==> src/rtl/video_pkg.sv <==
// Shared definitions for the video capture/DMA blocks: AXI field constants,
// the write-DMA state encoding, video timing defaults and a width helper.
package video_pkg;

  localparam logic [1:0] BURST_INCR = 2'b01;
  localparam logic [1:0] RESP_OKAY  = 2'b00;

  localparam int unsigned H_ACT     = 1280;
  localparam int unsigned V_ACT     = 720;
  localparam int unsigned PIX_BYTES = 2;

  typedef enum logic [2:0] {
    StIdle,
    StStart,
    StAw,
    StW,
    StB
  } dma_state_e;

  // Smallest n with 2**n >= value; usable in constant expressions.
  function automatic int unsigned clog2(input int unsigned value);
    int unsigned result;
    result = 0;
    for (int unsigned i = 0; i < 32; i++) begin
      if ((64'd1 << i) < 64'(value)) begin
        result = i + 1;
      end
    end
    return result;
  endfunction

endpackage

==> src/rtl/frame_wr_dma_if.sv <==
// AXI4 write-address, write-data and write-response channels as driven by a
// write-only master such as the frame write DMA.
interface frame_wr_dma_if #(
  parameter int unsigned ADDR_W = 28,
  parameter int unsigned DATA_W = 256
);

  logic [3:0]          m_awid;
  logic [ADDR_W-1:0]   m_awaddr;
  logic [7:0]          m_awlen;
  logic [2:0]          m_awsize;
  logic [1:0]          m_awburst;
  logic                m_awvalid;
  logic                m_awready;

  logic [DATA_W-1:0]   m_wdata;
  logic [DATA_W/8-1:0] m_wstrb;
  logic                m_wlast;
  logic                m_wvalid;
  logic                m_wready;

  logic [1:0]          m_bresp;
  logic                m_bvalid;
  logic                m_bready;

  modport master (
    output m_awid, m_awaddr, m_awlen, m_awsize, m_awburst, m_awvalid,
    input  m_awready,
    output m_wdata, m_wstrb, m_wlast, m_wvalid,
    input  m_wready,
    input  m_bresp, m_bvalid,
    output m_bready
  );

  modport slave (
    input  m_awid, m_awaddr, m_awlen, m_awsize, m_awburst, m_awvalid,
    output m_awready,
    input  m_wdata, m_wstrb, m_wlast, m_wvalid,
    output m_wready,
    output m_bresp, m_bvalid,
    input  m_bready
  );

endinterface

==> src/rtl/vs_edge_sync.sv <==
// Three-flop synchroniser for an asynchronous level with a one-cycle pulse on
// its rising edge (taken between the second and third flops).
module vs_edge_sync (
  input  logic clk,
  input  logic rst,
  input  logic async_in,
  output logic rise
);

  logic [2:0] sync_q;

  always_ff @(posedge clk) begin
    if (rst) begin
      sync_q <= 3'b000;
    end else begin
      sync_q <= {sync_q[1:0], async_in};
    end
  end

  assign rise = sync_q[1] & ~sync_q[2];

endmodule

==> src/rtl/frame_wr_dma.sv <==
// Single-channel video write DMA: on each source VSYNC latches a frame base
// address and drains the line FIFO to DDR in fixed-length AXI4 INCR bursts.
module frame_wr_dma #(
  parameter int unsigned DATA_W    = 256,
  parameter int unsigned ADDR_W    = 28,
  parameter int unsigned BURST_LEN = 16,
  parameter int unsigned H_ACT     = video_pkg::H_ACT,
  parameter int unsigned V_ACT     = video_pkg::V_ACT,
  parameter int unsigned PIX_BYTES = video_pkg::PIX_BYTES,
  parameter int unsigned AXI_ID    = 0
) (
  input  logic              axi_aclk,
  input  logic              axi_areset,
  input  logic              frame_vs,
  input  logic [ADDR_W-1:0] base_addr,
  input  logic [DATA_W-1:0] fifo_dout,
  input  logic [9:0]        fifo_rd_cnt,
  output logic              fifo_rd_en,
  output logic              fifo_clr,
  frame_wr_dma_if.master    m_axi,
  output logic              frame_done,
  output logic              wr_err
);

  import video_pkg::*;

  localparam int unsigned BEAT_BYTES   = DATA_W / 8;
  localparam int unsigned BURST_BYTES  = BURST_LEN * BEAT_BYTES;
  localparam int unsigned FRAME_BYTES  = H_ACT * V_ACT * PIX_BYTES;
  localparam int unsigned FRAME_BURSTS = FRAME_BYTES / BURST_BYTES;
  localparam int unsigned CNT_W        = clog2(FRAME_BURSTS + 1);
  localparam int unsigned AW_SIZE      = clog2(BEAT_BYTES);

  if (BURST_LEN < 1 || BURST_LEN > 256) begin : gen_bad_burst_len
    $error("frame_wr_dma: BURST_LEN must lie in 1..256");
  end
  if (FRAME_BURSTS == 0 || (FRAME_BYTES % BURST_BYTES) != 0) begin : gen_bad_frame_size
    $error("frame_wr_dma: frame size is not a whole number of bursts");
  end

  dma_state_e        state_q;
  logic              start_pend_q;
  logic              frame_act_q;
  logic [ADDR_W-1:0] frame_base_q;
  logic [CNT_W-1:0]  burst_cnt_q;
  logic [8:0]        beat_q;
  logic              awvalid_q;
  logic [ADDR_W-1:0] awaddr_q;
  logic              wvalid_q;
  logic              wlast_q;
  logic              bready_q;
  logic              fifo_clr_q;
  logic              frame_done_q;
  logic              wr_err_q;

  logic              vs_pos;
  logic              start_take;
  logic              burst_ready;
  logic [ADDR_W-1:0] burst_off;

  vs_edge_sync u_vs_sync (
    .clk      (axi_aclk),
    .rst      (axi_areset),
    .async_in (frame_vs),
    .rise     (vs_pos)
  );

  assign start_take  = (state_q == StIdle) & start_pend_q;
  assign burst_ready = 32'(fifo_rd_cnt) >= BURST_LEN;
  assign burst_off   = ADDR_W'(32'(burst_cnt_q) * BURST_BYTES);

  always_ff @(posedge axi_aclk) begin
    if (axi_areset) begin
      state_q      <= StIdle;
      start_pend_q <= 1'b0;
      frame_act_q  <= 1'b0;
      frame_base_q <= '0;
      burst_cnt_q  <= '0;
      beat_q       <= '0;
      awvalid_q    <= 1'b0;
      awaddr_q     <= '0;
      wvalid_q     <= 1'b0;
      wlast_q      <= 1'b0;
      bready_q     <= 1'b0;
      fifo_clr_q   <= 1'b0;
      frame_done_q <= 1'b0;
      wr_err_q     <= 1'b0;
    end else begin
      fifo_clr_q   <= 1'b0;
      frame_done_q <= 1'b0;
      // A new edge arriving while one is pending simply merges into it.
      start_pend_q <= vs_pos | (start_pend_q & ~start_take);

      unique case (state_q)
        StIdle: begin
          if (start_pend_q) begin
            state_q      <= StStart;
            frame_base_q <= base_addr;
            burst_cnt_q  <= '0;
            fifo_clr_q   <= 1'b1;
            frame_act_q  <= 1'b1;
          end else if (frame_act_q && burst_ready) begin
            state_q   <= StAw;
            awvalid_q <= 1'b1;
            awaddr_q  <= frame_base_q + burst_off;
          end
        end
        StStart: begin
          // Give the FIFO flush a cycle before its count is trusted again.
          state_q <= StIdle;
        end
        StAw: begin
          if (m_axi.m_awready) begin
            state_q   <= StW;
            awvalid_q <= 1'b0;
            wvalid_q  <= 1'b1;
            beat_q    <= '0;
            wlast_q   <= (BURST_LEN == 1);
          end
        end
        StW: begin
          if (m_axi.m_wready) begin
            beat_q  <= beat_q + 9'd1;
            wlast_q <= (32'(beat_q) + 2 == BURST_LEN);
            if (wlast_q) begin
              state_q  <= StB;
              wvalid_q <= 1'b0;
              wlast_q  <= 1'b0;
              bready_q <= 1'b1;
            end
          end
        end
        StB: begin
          if (m_axi.m_bvalid) begin
            state_q     <= StIdle;
            bready_q    <= 1'b0;
            burst_cnt_q <= burst_cnt_q + 1'b1;
            if (m_axi.m_bresp != RESP_OKAY) begin
              wr_err_q <= 1'b1;
            end
            if (32'(burst_cnt_q) + 1 == FRAME_BURSTS) begin
              frame_act_q  <= 1'b0;
              frame_done_q <= 1'b1;
            end
          end
        end
        default: begin
          state_q <= StIdle;
        end
      endcase
    end
  end

  assign m_axi.m_awid    = 4'(AXI_ID);
  assign m_axi.m_awaddr  = awaddr_q;
  assign m_axi.m_awlen   = 8'(BURST_LEN - 1);
  assign m_axi.m_awsize  = 3'(AW_SIZE);
  assign m_axi.m_awburst = BURST_INCR;
  assign m_axi.m_awvalid = awvalid_q;

  // First-word-fall-through FIFO: the head word is the beat on offer.
  assign m_axi.m_wdata  = fifo_dout;
  assign m_axi.m_wstrb  = '1;
  assign m_axi.m_wlast  = wlast_q;
  assign m_axi.m_wvalid = wvalid_q;
  assign m_axi.m_bready = bready_q;

  assign fifo_rd_en = wvalid_q & m_axi.m_wready;
  assign fifo_clr   = fifo_clr_q;
  assign frame_done = frame_done_q;
  assign wr_err     = wr_err_q;

endmodule

==> src/flat_wrapper.sv <==
// flat-port wrapper written by rule: the top's interface ports become plain ports
module frame_wr_dma_flat import video_pkg::*;
#(
  parameter int unsigned DATA_W    = 256,
  parameter int unsigned ADDR_W    = 28,
  parameter int unsigned BURST_LEN = 16,
  parameter int unsigned H_ACT     = video_pkg::H_ACT,
  parameter int unsigned V_ACT     = video_pkg::V_ACT,
  parameter int unsigned PIX_BYTES = video_pkg::PIX_BYTES,
  parameter int unsigned AXI_ID    = 0
)
  (axi_aclk, axi_areset, frame_vs, base_addr, fifo_dout, fifo_rd_cnt, fifo_rd_en, fifo_clr, frame_done, wr_err, m_axi_m_awid, m_axi_m_awaddr, m_axi_m_awlen, m_axi_m_awsize, m_axi_m_awburst, m_axi_m_awvalid, m_axi_m_awready, m_axi_m_wdata, m_axi_m_wstrb, m_axi_m_wlast, m_axi_m_wvalid, m_axi_m_wready, m_axi_m_bresp, m_axi_m_bvalid, m_axi_m_bready);
  frame_wr_dma_if #(.ADDR_W(ADDR_W), .DATA_W(DATA_W)) m_axi_i ();
  input  logic axi_aclk;
  input  logic axi_areset;
  input  logic frame_vs;
  input  logic [ADDR_W-1:0] base_addr;
  input  logic [DATA_W-1:0] fifo_dout;
  input  logic [9:0] fifo_rd_cnt;
  output logic fifo_rd_en;
  output logic fifo_clr;
  output logic frame_done;
  output logic wr_err;
  output wire logic [$bits(m_axi_i.m_awid)-1:0] m_axi_m_awid;
  output wire logic [$bits(m_axi_i.m_awaddr)-1:0] m_axi_m_awaddr;
  output wire logic [$bits(m_axi_i.m_awlen)-1:0] m_axi_m_awlen;
  output wire logic [$bits(m_axi_i.m_awsize)-1:0] m_axi_m_awsize;
  output wire logic [$bits(m_axi_i.m_awburst)-1:0] m_axi_m_awburst;
  output wire logic [$bits(m_axi_i.m_awvalid)-1:0] m_axi_m_awvalid;
  input wire logic [$bits(m_axi_i.m_awready)-1:0] m_axi_m_awready;
  output wire logic [$bits(m_axi_i.m_wdata)-1:0] m_axi_m_wdata;
  output wire logic [$bits(m_axi_i.m_wstrb)-1:0] m_axi_m_wstrb;
  output wire logic [$bits(m_axi_i.m_wlast)-1:0] m_axi_m_wlast;
  output wire logic [$bits(m_axi_i.m_wvalid)-1:0] m_axi_m_wvalid;
  input wire logic [$bits(m_axi_i.m_wready)-1:0] m_axi_m_wready;
  input wire logic [$bits(m_axi_i.m_bresp)-1:0] m_axi_m_bresp;
  input wire logic [$bits(m_axi_i.m_bvalid)-1:0] m_axi_m_bvalid;
  output wire logic [$bits(m_axi_i.m_bready)-1:0] m_axi_m_bready;
  assign m_axi_m_awid = m_axi_i.m_awid;
  assign m_axi_m_awaddr = m_axi_i.m_awaddr;
  assign m_axi_m_awlen = m_axi_i.m_awlen;
  assign m_axi_m_awsize = m_axi_i.m_awsize;
  assign m_axi_m_awburst = m_axi_i.m_awburst;
  assign m_axi_m_awvalid = m_axi_i.m_awvalid;
  assign m_axi_i.m_awready = m_axi_m_awready;
  assign m_axi_m_wdata = m_axi_i.m_wdata;
  assign m_axi_m_wstrb = m_axi_i.m_wstrb;
  assign m_axi_m_wlast = m_axi_i.m_wlast;
  assign m_axi_m_wvalid = m_axi_i.m_wvalid;
  assign m_axi_i.m_wready = m_axi_m_wready;
  assign m_axi_i.m_bresp = m_axi_m_bresp;
  assign m_axi_i.m_bvalid = m_axi_m_bvalid;
  assign m_axi_m_bready = m_axi_i.m_bready;
  frame_wr_dma #(.DATA_W(DATA_W), .ADDR_W(ADDR_W), .BURST_LEN(BURST_LEN), .H_ACT(H_ACT), .V_ACT(V_ACT), .PIX_BYTES(PIX_BYTES), .AXI_ID(AXI_ID)) u_core (.axi_aclk(axi_aclk), .axi_areset(axi_areset), .frame_vs(frame_vs), .base_addr(base_addr), .fifo_dout(fifo_dout), .fifo_rd_cnt(fifo_rd_cnt), .fifo_rd_en(fifo_rd_en), .fifo_clr(fifo_clr), .m_axi(m_axi_i), .frame_done(frame_done), .wr_err(wr_err));
endmodule
==> config.mk <==
export PLATFORM = sky130hd
export DESIGN_NAME = frame_wr_dma_flat
export DESIGN_NICKNAME = d
export VERILOG_FILES = /design/src/rtl/video_pkg.sv /design/src/rtl/frame_wr_dma_if.sv /design/src/rtl/vs_edge_sync.sv /design/src/rtl/frame_wr_dma.sv /design/src/flat_wrapper.sv
export SDC_FILE = /design/constraint.sdc
export NUM_CORES = 1
export LEC_CHECK = 0
export CAP_MARGIN = 20
export CORE_AREA = 3 3 246 248
export CTS_CLUSTER_DIAMETER = 80
export DETAILED_ROUTE_END_ITERATION = 8
export DIE_AREA = 0 0 249 251
export GPL_TIMING_DRIVEN = 0
export HOLD_SLACK_MARGIN = 0.1
export SYNTH_ARGS = -nofsm -noshare
export SYNTH_HDL_FRONTEND = slang
export SYNTH_SLANG_ARGS = --single-unit
export TNS_END_PERCENT = 20
==> constraint.sdc <==
create_clock -name axi_aclk -period 2.3 [get_ports axi_aclk]
set_input_delay 0.23 -clock axi_aclk [delete_from_list [all_inputs] [get_ports axi_aclk]]
set_output_delay 0.23 -clock axi_aclk [all_outputs]
set_load 0.02 [all_outputs]
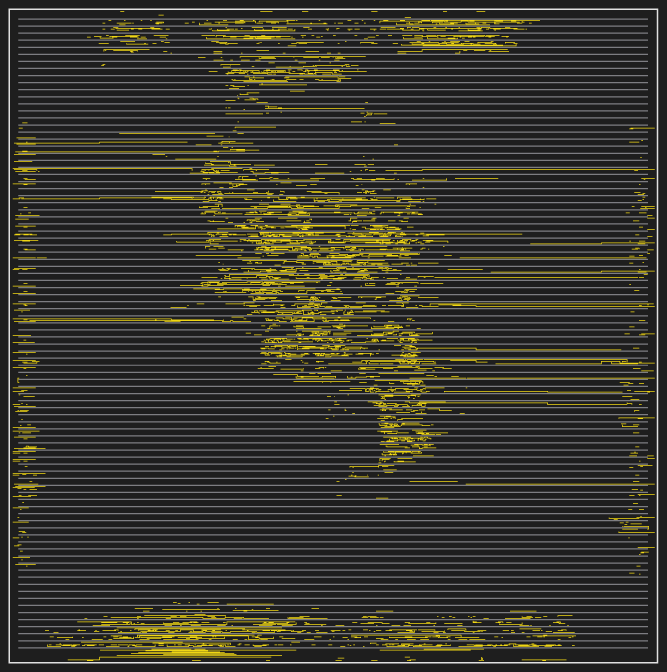
**Above:** run 1 (met1 routing).
Supply wires on this layer in grey.
longest straight run: 89.5 um
share of all routed wire: 40%
main direction: horizontal
routed wire length: 28.76 mm
total number of vias: 6763
met1 Usage GRT: 9.775%

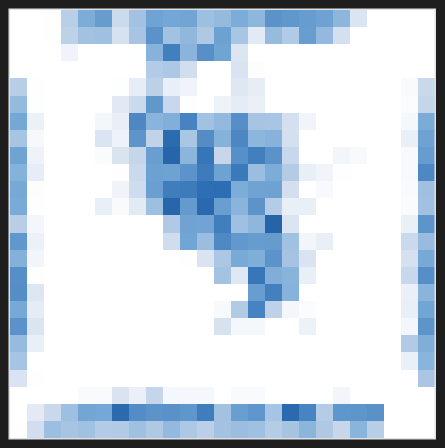
**Above:** run 1 (cell density map).
25 x 25 tiles, from white (low) to dark blue (high), 0 to 100% covered.
emptiest ninth of the die: upper right
mean over tiles: 17%
tiles over 75% full: 1.3%
fullest tile: 80%
densest ninth of the die: centre
total core area: 0.05869 mm2
FP Core Util: 11.47%

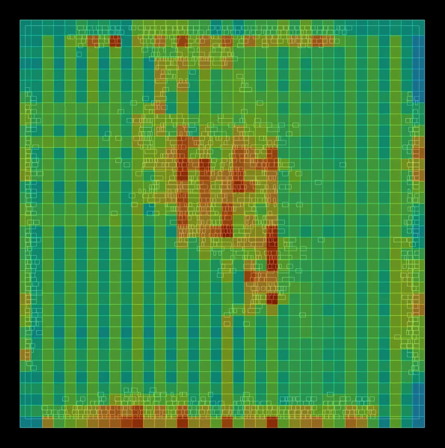
**Above:** run 1 (congestion heat map).
M2 GR Usage: 14.28%
peak-usage layer in the global routing report: met2
WL/cell: 14.14 um
GR Util All Layers: 8.358%
routing usage on met3: 3.704%

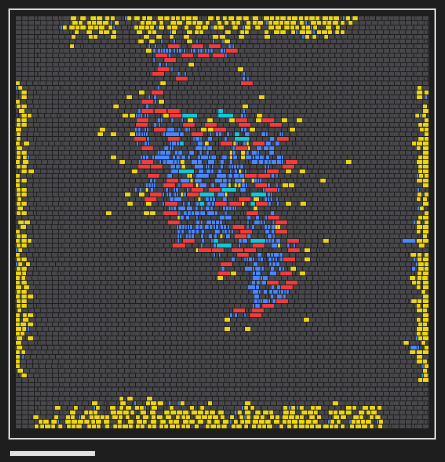
**Above:** run 1 (placement by cell class).
The bar under the picture is 50 um long. Fill, decap, tap and diode cells in grey.
[remaining buffers and delay cells] yellow | cells: 670 | share of their area: 54%
[sequential cells] red | cells: 92 | share of their area: 17%
[clock drivers and dummy loads] cyan | cells: 15 | share of their area: 2.6%
[remaining logic cells] blue | cells: 480 | share of their area: 26%
Design Area, Final: 0.01158 mm2
fraction of area in registers: 15.97%
post-layout util: 19.73%
Core Rows: 89

==> impl_metrics.env, run 1 <==
# source this file to load flow results
export IMPL_status="finished clean"
export IMPL_synth_top_area_share_pct=34.34
export IMPL_cts_setup_buffers=2
export IMPL_cp_top_family="AND-OR/OR-AND gates"
export IMPL_cp_start_kind="register"
export IMPL_ys_area_mm2=0.006733
export IMPL_fin_crit_sh_pct=99.30
export IMPL_synthArstFlopShare_pct=0
export IMPL_ys_seq_share_pct=27.36
export IMPL_timing_rr_end="u_core.m_axi.m_awaddr[19]$_SDFFE_PP0P_"
export IMPL_synthSimpleGateAreaFrac_pct=16.78
export IMPL_cp_depth=7
export IMPL_powerSeq_w=0.00166
export IMPL_cts_resized=8
export IMPL_top_layer="met5"
export IMPL_grt_max_degree=18
export IMPL_vdd_drop_max_mv=0.4768
export IMPL_worst_pin_slew_ns=0.7577
export IMPL_buf_share_pct=49.85
export IMPL_p_comb_share_pct=34.8
export IMPL_fin_skew_ns=0.01110
export IMPL_num_antenna_cells=4
export IMPL_cts_sinks=92
export IMPL_cp_max_fo=9
export IMPL_p_clk_share_pct=30.2
export IMPL_p_seq_share_pct=35.0
export IMPL_cp_startpoint="u_core.burst_cnt_q[2]$_SDFFE_PP0P_"
export IMPL_final_cell_mix="clkdlybuf4s50_1, buf_4, nand2_1"
export IMPL_synth_cells=859
export IMPL_top_area_cell="buf_4"
export IMPL_clock_tree_area_fraction_pct=2.388
export IMPL_antenna_found_initial=17
export IMPL_setup_slack_ns=0.01621
export IMPL_comb_share_pct=23.13
export IMPL_flops=92
export IMPL_p_clk_w=0.00143
export IMPL_yosysMostFrequentCell="buf_4"
export IMPL_cts_tree="built"
export IMPL_place_inst=2012
export IMPL_die_size_x_um=249
export IMPL_end_kind="register"
export IMPL_p_sw_w=0.001485
export IMPL_syn_to_final_growth_pct=72.01
export IMPL_logic_family="buffers and inverters"
export IMPL_htreeDepth=3
export IMPL_layout_area_top_class="buffers"
**Run 1: met4 routing**

The bar under the picture is 50 um long. Supply wires on this layer in grey. Cells faint in the background.
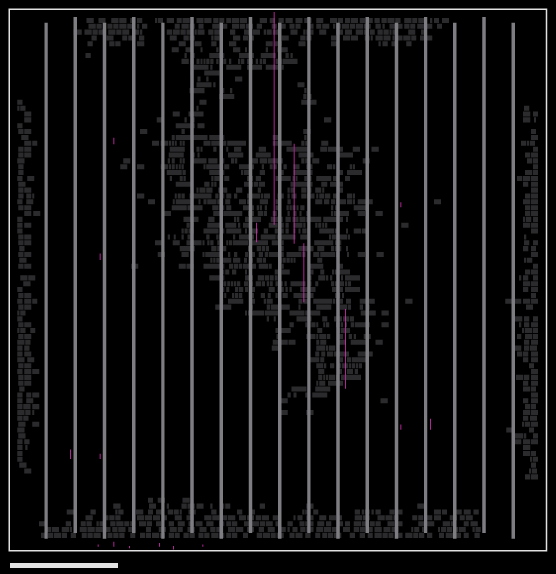

==> run 1 -> run 2 <==
TNS_END_PERCENT = 30   (was 20)
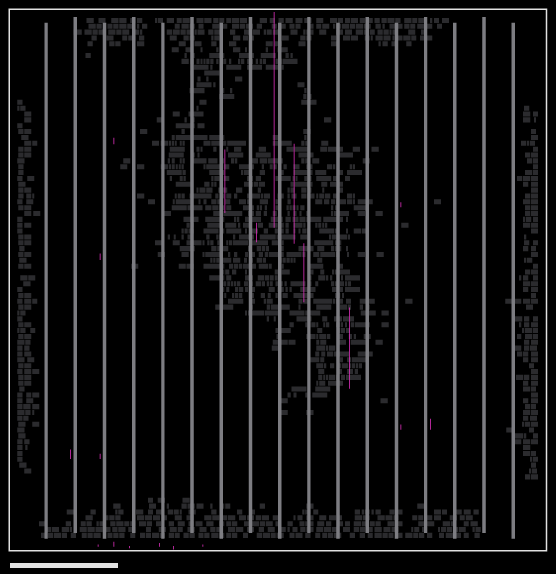
**Above:** run 2 (met4 routing).
The bar under the picture is 50 um long. Supply wires on this layer in grey. Cells faint in the background.
wire length on this layer: 276 um
nets with wire on the layer: 13
share of all routed wire: 0.96%
longest straight run: 100 um
routed wire length: 28.84 mm
total number of vias: 6837

==> run 2 against run 1 <==
Global-route usage unchanged. Setup slack improved by 0.042 ns. Die size unchanged. Register-to-register slack improved by 0.04 ns. Critical endpoint is now u_core.m_axi.m_awaddr[21]$_SDFFE_PP0P_. Synthesized cell count unchanged. Non-clock buffer count increased by 3. Flip-flop count unchanged. Via count increased by 1.1%.
==> impl_metrics.env, run 2 <==
# source this file to load flow results
export IMPL_cts_setup_buffers=2
export IMPL_comb_share_pct=23.22
export IMPL_p_sw_w=0.001488
export IMPL_ys_seq_share_pct=27.36
export IMPL_p_clk_share_pct=30.2
export IMPL_wl_per_cell_um=14.15
export IMPL_grt_max_degree=18
export IMPL_synthArstFlopShare_pct=0
export IMPL_rows=89
export IMPL_cp_startpoint="u_core.burst_cnt_q[0]$_SDFFE_PP0P_"
export IMPL_powerSeq_w=0.00165
export IMPL_grt_met1_usage_pct=9.775
export IMPL_fin_skew_ns=0.01091
export IMPL_ys_area_mm2=0.006733
export IMPL_syn_to_final_growth_pct=72.74
export IMPL_grt_use_total_pct=8.358
export IMPL_final_cell_mix="clkdlybuf4s50_1, buf_4, nand2_1"
export IMPL_sh_seq_area_pct=15.92
export IMPL_cp_start_kind="register"
export IMPL_yosysMostFrequentCell="buf_4"
export IMPL_timing_rr_end="u_core.m_axi.m_awaddr[21]$_SDFFE_PP0P_"
export IMPL_synth_top_area_share_pct=34.34
export IMPL_vdd_drop_max_mv=0.4772
export IMPL_status="finished clean"
export IMPL_worst_pin_slew_ns=0.7603
export IMPL_htreeDepth=3
export IMPL_fin_crit_sh_pct=97.48
export IMPL_top_layer="met5"
export IMPL_antenna_found_initial=17
export IMPL_cp_top_family="AND-OR/OR-AND gates"
export IMPL_p_seq_share_pct=35.0
export IMPL_die_size_x_um=249
export IMPL_top_area_cell="buf_4"
export IMPL_final_util_pct=19.82
export IMPL_layout_area_top_class="buffers"
export IMPL_cts_sinks=92
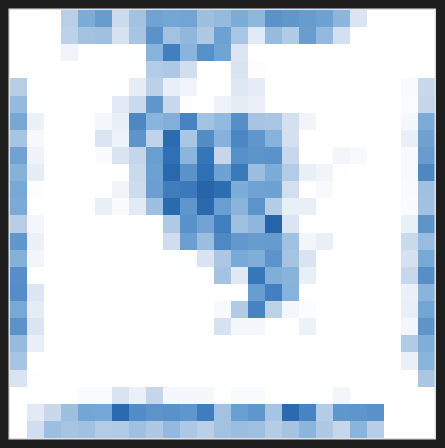
**Above:** run 2 (cell density map).
25 x 25 tiles, from white (low) to dark blue (high), 0 to 100% covered.
mean over tiles: 17%
emptiest ninth of the die: upper right
densest ninth of the die: centre
fullest tile: 80%
nearly empty tiles: 53%
tiles over 75% full: 1.4%

